[config.mk]
export PLATFORM = sky130hd
export DESIGN_NAME = mpc_input_router_flat
export DESIGN_NICKNAME = d
export VERILOG_FILES = /design/src/rtl/mpc_input_router_if.sv /design/src/rtl/mpc_input_router.sv /design/src/flat_wrapper.sv
export SDC_FILE = /design/constraint.sdc
export NUM_CORES = 1
export LEC_CHECK = 0
export ABC_AREA = 1
export CAP_MARGIN = 20
export CORE_MARGIN = 2
export CORE_UTILIZATION = 61
export CTS_CLUSTER_DIAMETER = 30
export DETAILED_ROUTE_END_ITERATION = 8
export DONT_BUFFER_PORTS = 1
export PLACE_DENSITY = 0.77
export SETUP_SLACK_MARGIN = 0.02
export SYNTH_ARGS = -nofsm -noshare
export SYNTH_HDL_FRONTEND = slang
export SYNTH_SLANG_ARGS = --single-unit
[constraint.sdc]
create_clock -name clk -period 1.9 [get_ports clk]
set_clock_uncertainty 0.05 [all_clocks]
set_input_delay 0.475 -clock clk [delete_from_list [all_inputs] [get_ports clk]]
set_output_delay 0.475 -clock clk [all_outputs]
set_load 0.01 [all_outputs]
[src/rtl/mpc_input_router_if.sv]
// Pad-side and macro-side buses of the input router, grouped for port hookup.
// The slave modport is the router's view; the master modport is the pad/config driver's view.
interface mpc_input_router_if;
    logic [3:0]  configuration;
    logic [9:0]  IO_north_i;
    logic [13:0] IO_west_i;
    logic [13:0] IO_east_i;
    logic [9:0]  north_i_0, north_i_1, north_i_2, north_i_3;
    logic [13:0] west_i_0,  west_i_1,  west_i_2,  west_i_3;
    logic [13:0] east_i_0,  east_i_1,  east_i_2,  east_i_3;
    logic        cfg_busy;
    logic [3:0]  cfg_active;

    modport slave (
        input  configuration, IO_north_i, IO_west_i, IO_east_i,
        output north_i_0, north_i_1, north_i_2, north_i_3,
               west_i_0,  west_i_1,  west_i_2,  west_i_3,
               east_i_0,  east_i_1,  east_i_2,  east_i_3,
               cfg_busy, cfg_active
    );

    modport master (
        output configuration, IO_north_i, IO_west_i, IO_east_i,
        input  north_i_0, north_i_1, north_i_2, north_i_3,
               west_i_0,  west_i_1,  west_i_2,  west_i_3,
               east_i_0,  east_i_1,  east_i_2,  east_i_3,
               cfg_busy, cfg_active
    );
endinterface

[src/rtl/mpc_input_router.sv]
// Synchronizes pad input buses and steers them to four macros per the applied configuration.
// Every configuration change passes through a zero-output quiesce window before it takes effect.
module mpc_input_router #(
    parameter int unsigned SYNC_STAGES    = 2,
    parameter int unsigned QUIESCE_CYCLES = 4
) (
    input  logic               clk,
    input  logic               rst_n,
    mpc_input_router_if.slave  bus_if
);
    localparam int unsigned         CNT_W        = $clog2(QUIESCE_CYCLES);
    localparam logic [CNT_W-1:0]    CNT_LAST     = CNT_W'(QUIESCE_CYCLES - 1);
    localparam logic [3:0]          CFG_DISABLED = 4'b0100;

    typedef enum logic {RUN, QUIESCE} state_e;

    logic [SYNC_STAGES-1:0][9:0]  north_sync_q;
    logic [SYNC_STAGES-1:0][13:0] west_sync_q;
    logic [SYNC_STAGES-1:0][13:0] east_sync_q;
    logic [3:0]                   cfg_meta_q, cfg_sync_q, cfg_prev_q;

    always_ff @(posedge clk or negedge rst_n) begin
        if (!rst_n) begin
            north_sync_q <= '0;
            west_sync_q  <= '0;
            east_sync_q  <= '0;
            cfg_meta_q   <= '0;
            cfg_sync_q   <= '0;
            cfg_prev_q   <= '0;
        end else begin
            north_sync_q[0] <= bus_if.IO_north_i;
            west_sync_q[0]  <= bus_if.IO_west_i;
            east_sync_q[0]  <= bus_if.IO_east_i;
            for (int unsigned i = 1; i < SYNC_STAGES; i++) begin
                north_sync_q[i] <= north_sync_q[i-1];
                west_sync_q[i]  <= west_sync_q[i-1];
                east_sync_q[i]  <= east_sync_q[i-1];
            end
            cfg_meta_q <= bus_if.configuration;
            cfg_sync_q <= cfg_meta_q;
            cfg_prev_q <= cfg_sync_q;
        end
    end

    state_e                 state_q;
    logic [CNT_W-1:0]       cnt_q;
    logic [3:0]             cfg_active_q;
    logic                   busy_q;
    logic [3:0][9:0]        north_q, north_d;
    logic [3:0][13:0]       west_q,  west_d;
    logic [3:0][13:0]       east_q,  east_d;
    logic [1:0]             home, partner;

    assign home    = cfg_active_q[1:0];
    assign partner = cfg_active_q[1:0] ^ 2'd1;

    // Split mode shares north with the horizontal neighbour, which also takes east.
    always_comb begin
        north_d = '0;
        west_d  = '0;
        east_d  = '0;
        if (!cfg_active_q[2]) begin
            north_d[home] = north_sync_q[SYNC_STAGES-1];
            west_d[home]  = west_sync_q[SYNC_STAGES-1];
            if (cfg_active_q[3]) begin
                north_d[partner] = north_sync_q[SYNC_STAGES-1];
                east_d[partner]  = east_sync_q[SYNC_STAGES-1];
            end else begin
                east_d[home] = east_sync_q[SYNC_STAGES-1];
            end
        end
    end

    always_ff @(posedge clk or negedge rst_n) begin
        if (!rst_n) begin
            state_q      <= QUIESCE;
            cnt_q        <= '0;
            cfg_active_q <= CFG_DISABLED;
            busy_q       <= 1'b1;
            north_q      <= '0;
            west_q       <= '0;
            east_q       <= '0;
        end else begin
            case (state_q)
                RUN: begin
                    if (cfg_sync_q != cfg_active_q) begin
                        state_q <= QUIESCE;
                        cnt_q   <= '0;
                        busy_q  <= 1'b1;
                        north_q <= '0;
                        west_q  <= '0;
                        east_q  <= '0;
                    end else begin
                        north_q <= north_d;
                        west_q  <= west_d;
                        east_q  <= east_d;
                    end
                end
                QUIESCE: begin
                    north_q <= '0;
                    west_q  <= '0;
                    east_q  <= '0;
                    if (cfg_sync_q != cfg_prev_q) begin
                        cnt_q <= '0;
                    end else if (cnt_q == CNT_LAST) begin
                        cfg_active_q <= cfg_sync_q;
                        state_q      <= RUN;
                        busy_q       <= 1'b0;
                    end else begin
                        cnt_q <= cnt_q + 1'b1;
                    end
                end
                default: state_q <= QUIESCE;
            endcase
        end
    end

    assign bus_if.north_i_0  = north_q[0];
    assign bus_if.north_i_1  = north_q[1];
    assign bus_if.north_i_2  = north_q[2];
    assign bus_if.north_i_3  = north_q[3];
    assign bus_if.west_i_0   = west_q[0];
    assign bus_if.west_i_1   = west_q[1];
    assign bus_if.west_i_2   = west_q[2];
    assign bus_if.west_i_3   = west_q[3];
    assign bus_if.east_i_0   = east_q[0];
    assign bus_if.east_i_1   = east_q[1];
    assign bus_if.east_i_2   = east_q[2];
    assign bus_if.east_i_3   = east_q[3];
    assign bus_if.cfg_busy   = busy_q;
    assign bus_if.cfg_active = cfg_active_q;
endmodule

[src/flat_wrapper.sv]
// flat-port wrapper written by rule: the top's interface ports become plain ports
module mpc_input_router_flat 
#(
    parameter int unsigned SYNC_STAGES    = 2,
    parameter int unsigned QUIESCE_CYCLES = 4
)
  (clk, rst_n, bus_if_configuration, bus_if_IO_north_i, bus_if_IO_west_i, bus_if_IO_east_i, bus_if_north_i_0, bus_if_north_i_1, bus_if_north_i_2, bus_if_north_i_3, bus_if_west_i_0, bus_if_west_i_1, bus_if_west_i_2, bus_if_west_i_3, bus_if_east_i_0, bus_if_east_i_1, bus_if_east_i_2, bus_if_east_i_3, bus_if_cfg_busy, bus_if_cfg_active);
  mpc_input_router_if bus_if_i ();
  input  logic clk;
  input  logic rst_n;
  input wire logic [$bits(bus_if_i.configuration)-1:0] bus_if_configuration;
  input wire logic [$bits(bus_if_i.IO_north_i)-1:0] bus_if_IO_north_i;
  input wire logic [$bits(bus_if_i.IO_west_i)-1:0] bus_if_IO_west_i;
  input wire logic [$bits(bus_if_i.IO_east_i)-1:0] bus_if_IO_east_i;
  output wire logic [$bits(bus_if_i.north_i_0)-1:0] bus_if_north_i_0;
  output wire logic [$bits(bus_if_i.north_i_1)-1:0] bus_if_north_i_1;
  output wire logic [$bits(bus_if_i.north_i_2)-1:0] bus_if_north_i_2;
  output wire logic [$bits(bus_if_i.north_i_3)-1:0] bus_if_north_i_3;
  output wire logic [$bits(bus_if_i.west_i_0)-1:0] bus_if_west_i_0;
  output wire logic [$bits(bus_if_i.west_i_1)-1:0] bus_if_west_i_1;
  output wire logic [$bits(bus_if_i.west_i_2)-1:0] bus_if_west_i_2;
  output wire logic [$bits(bus_if_i.west_i_3)-1:0] bus_if_west_i_3;
  output wire logic [$bits(bus_if_i.east_i_0)-1:0] bus_if_east_i_0;
  output wire logic [$bits(bus_if_i.east_i_1)-1:0] bus_if_east_i_1;
  output wire logic [$bits(bus_if_i.east_i_2)-1:0] bus_if_east_i_2;
  output wire logic [$bits(bus_if_i.east_i_3)-1:0] bus_if_east_i_3;
  output wire logic [$bits(bus_if_i.cfg_busy)-1:0] bus_if_cfg_busy;
  output wire logic [$bits(bus_if_i.cfg_active)-1:0] bus_if_cfg_active;
  assign bus_if_i.configuration = bus_if_configuration;
  assign bus_if_i.IO_north_i = bus_if_IO_north_i;
  assign bus_if_i.IO_west_i = bus_if_IO_west_i;
  assign bus_if_i.IO_east_i = bus_if_IO_east_i;
  assign bus_if_north_i_0 = bus_if_i.north_i_0;
  assign bus_if_north_i_1 = bus_if_i.north_i_1;
  assign bus_if_north_i_2 = bus_if_i.north_i_2;
  assign bus_if_north_i_3 = bus_if_i.north_i_3;
  assign bus_if_west_i_0 = bus_if_i.west_i_0;
  assign bus_if_west_i_1 = bus_if_i.west_i_1;
  assign bus_if_west_i_2 = bus_if_i.west_i_2;
  assign bus_if_west_i_3 = bus_if_i.west_i_3;
  assign bus_if_east_i_0 = bus_if_i.east_i_0;
  assign bus_if_east_i_1 = bus_if_i.east_i_1;
  assign bus_if_east_i_2 = bus_if_i.east_i_2;
  assign bus_if_east_i_3 = bus_if_i.east_i_3;
  assign bus_if_cfg_busy = bus_if_i.cfg_busy;
  assign bus_if_cfg_active = bus_if_i.cfg_active;
  mpc_input_router #(.SYNC_STAGES(SYNC_STAGES), .QUIESCE_CYCLES(QUIESCE_CYCLES)) u_core (.clk(clk), .rst_n(rst_n), .bus_if(bus_if_i));
endmodule
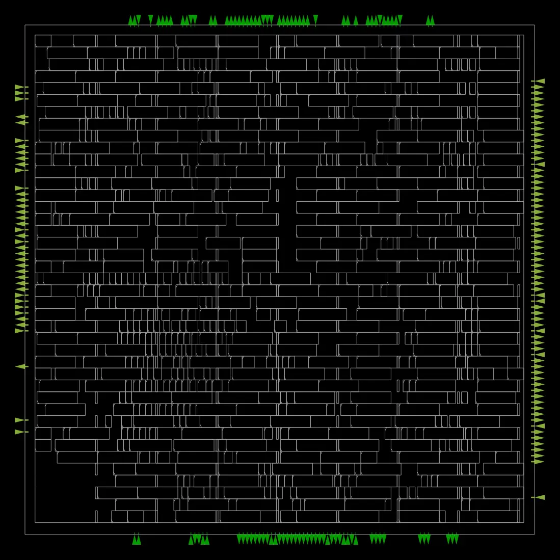
*Placed standard cells*
row count: 41
flop share of the area: 64.7%
Seq cells: 248
total core area: 12,500 um^2
fillers: 735

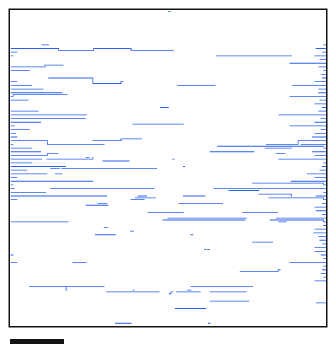
*M3 wires*
Scale bar: 20 um.
nets with wire on the layer: 133
main direction: horizontal
wire length on this layer: 1,500 um
longest straight run: 41.2 um
Post-Route WL: 16.6 mm
M3 GR Usage: 8.35%
total number of vias: 4,488

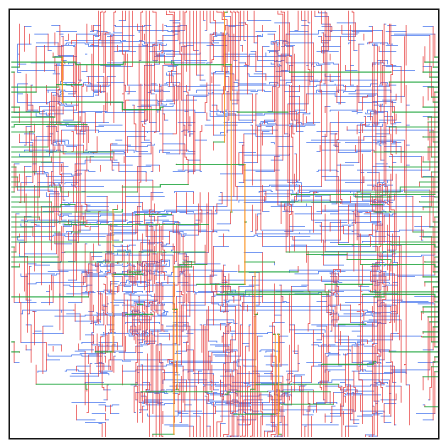
*Wiring by layer*
legend:
  red:
    layer: metal 2
    wire_length: 8,560 um
  blue:
    layer: metal 1
    wire_length: 6,200 um
  green:
    layer: metal 3
    wire_length: 1,500 um
  orange:
    layer: metal 4
    wire_length: 301 um

==> GITHUB_STEP_SUMMARY <==
## PnR job results

| Metric | Value |
|---|---|
| CTS max path bufs | `3` |
| Post-synth regs | `248` |
| Leakage | `4.87 nW` |
| Via density per instance | `5.23` |
| Top cells excl fill/tap | `dfrtp_1 (245), nor2_1 (142), nand2_1 (100)` |
| Gr usage total | `24.8%` |
| Regs by FF count | `u_core.east_sync_q x28, u_core.west_sync_q x28, u_core.north_sync_q x20` |
| Max-area cell share | `79.4%` |
| Critical path capture point type | `register` |
| Highest routed layer | `met4` |
| Hold WS | `-0.362 ns` |
| Yosys warns | `0` |
| Cell Type Count | `26` |
| Sequential-to-total area share from yosys stat | `80.4%` |
| Die Ht | `117 um` |
| Cell total in the yosys stat output | `584` |
| CTS tree | `done` |
| Met2 WL post-DR | `8.56 mm` |
| Placed cell area | `7900 um^2` |
| Final net count | `706` |
| Floorplan net count | `629` |
| Outcome | `complete, but fails checks` |
| R2r setup slk | `0.11 ns` |
| Combinational gate area | `1280 um^2` |
| Final period util | `94.3%` |
| Dominant cell by count in the synthesized netlist | `dfrtp_1` |
| Failing checks | `negative hold slack` |
| Setup TNS | `0 ns` |
| Yosys chip area | `7720 um^2` |
| Fin util | `77.0%` |
| DRT met1 WL | `6.20 mm` |
| First-pass GRT wire length | `25.3 mm` |
| CP max stage cell | `dfrtp_1` |
| Floorplan Utilization | `62.0%` |
| DR WL/cell | `19.3 um` |
| Tmin final | `1.79 ns` |
| Grt met2 use | `41.7%` |
| Design Area, Final | `9600 um^2` |
| GRT met1 Usage | `30.9%` |
| DRT antenna net count | `0` |
| Hold-fix buffers at CTS | `42` |
| Hold Vio Cnt, Final | `248` |
| Die width | `117 um` |
| Initial DRT Pass Iterations | `4` |
| Crit Path Category | `register to register` |
| Post-synth EDFFs | `0` |
| Die ar. | `13,600 um^2` |
| Clock sink count | `248` |
| Clock Tree Root | `clkbuf_16` |
| HPWL after detailed placement | `9.19 mm` |
| Synth area leaders | `dfrtp_1 (79%), nor2_1 (6.9%), nand2_1 (4.9%), nor3_1 (1.4%), nand4_4 (1.1%)` |
## report_power, final
part / internal, mW / leakage [nW] / switching [mW] / total (mW)
logic: 0.0823 / 1.01 / 0.0812 / 0.163
registers: 5.39 / 3.25 / 0.0421 / 5.43
clock network: 4.35 / 0.606 / 2.25 / 6.60
## cell families after synthesis
group / Yosys count / share of synthesized area [%]
DFF: 248 / 80.4
xor gates and xnor gates: 1 / 0.113
buffers and inverters: 44 / 3.09
adders and majority gates: 1 / 0.162
and+or+nand+nor: 285 / 15.9
AOI/OAI and AO/OA: 5 / 0.324
## path summary, 6_finish.rpt
path                                                     to  cells after the start                   from
worst max-delay path              u_core.bus_if.east_i_0[5]                      7   u_core.cfg_sync_q[1]
worst min-delay path             u_core.bus_if.west_i_3[10]                      0                  rst_n
worst max register to register    u_core.bus_if.east_i_0[5]                      7   u_core.cfg_sync_q[1]
worst min register to register       u_core.west_sync_q[18]                      0  u_core.west_sync_q[4]
max in group asynchronous       u_core.bus_if.cfg_active[2]                      0                  rst_n
min in group clk                     u_core.west_sync_q[18]                      0  u_core.west_sync_q[4]
## metrics by stage
stage | cells | worst slack [ns]
3_3_place_gp | 751 | 0.111
5_1_grt | 858 | 0.0100
3_5_place_dp | 751 | 0.0160
4_1_cts | 857 | 0.135
6_report | 858 | 0.109
2_1_floorplan | 584 | 0.314
## area by class of cell
type | count | share of cell area [%]
multi-input combinational | 292 | 13.4
tap | 172 | 2.24
timing repair buffer | 57 | 5.68
inverter | 25 | 1.02
clock buffer | 50 | 11.5
sequential | 248 | 64.7
clock inverter | 13 | 1.46
antenna | 1 | 0.0261
## what timing repair did
item,in CTS,in global routing
pin swaps,2,0
setup buffers,1,0
cloned,0,0
endpoints found under the hold margin,290,248
gates resized,0,1
endpoints found under the setup margin,2,1
Power figures rest on the tool's default switching activity, not on a simulated workload.
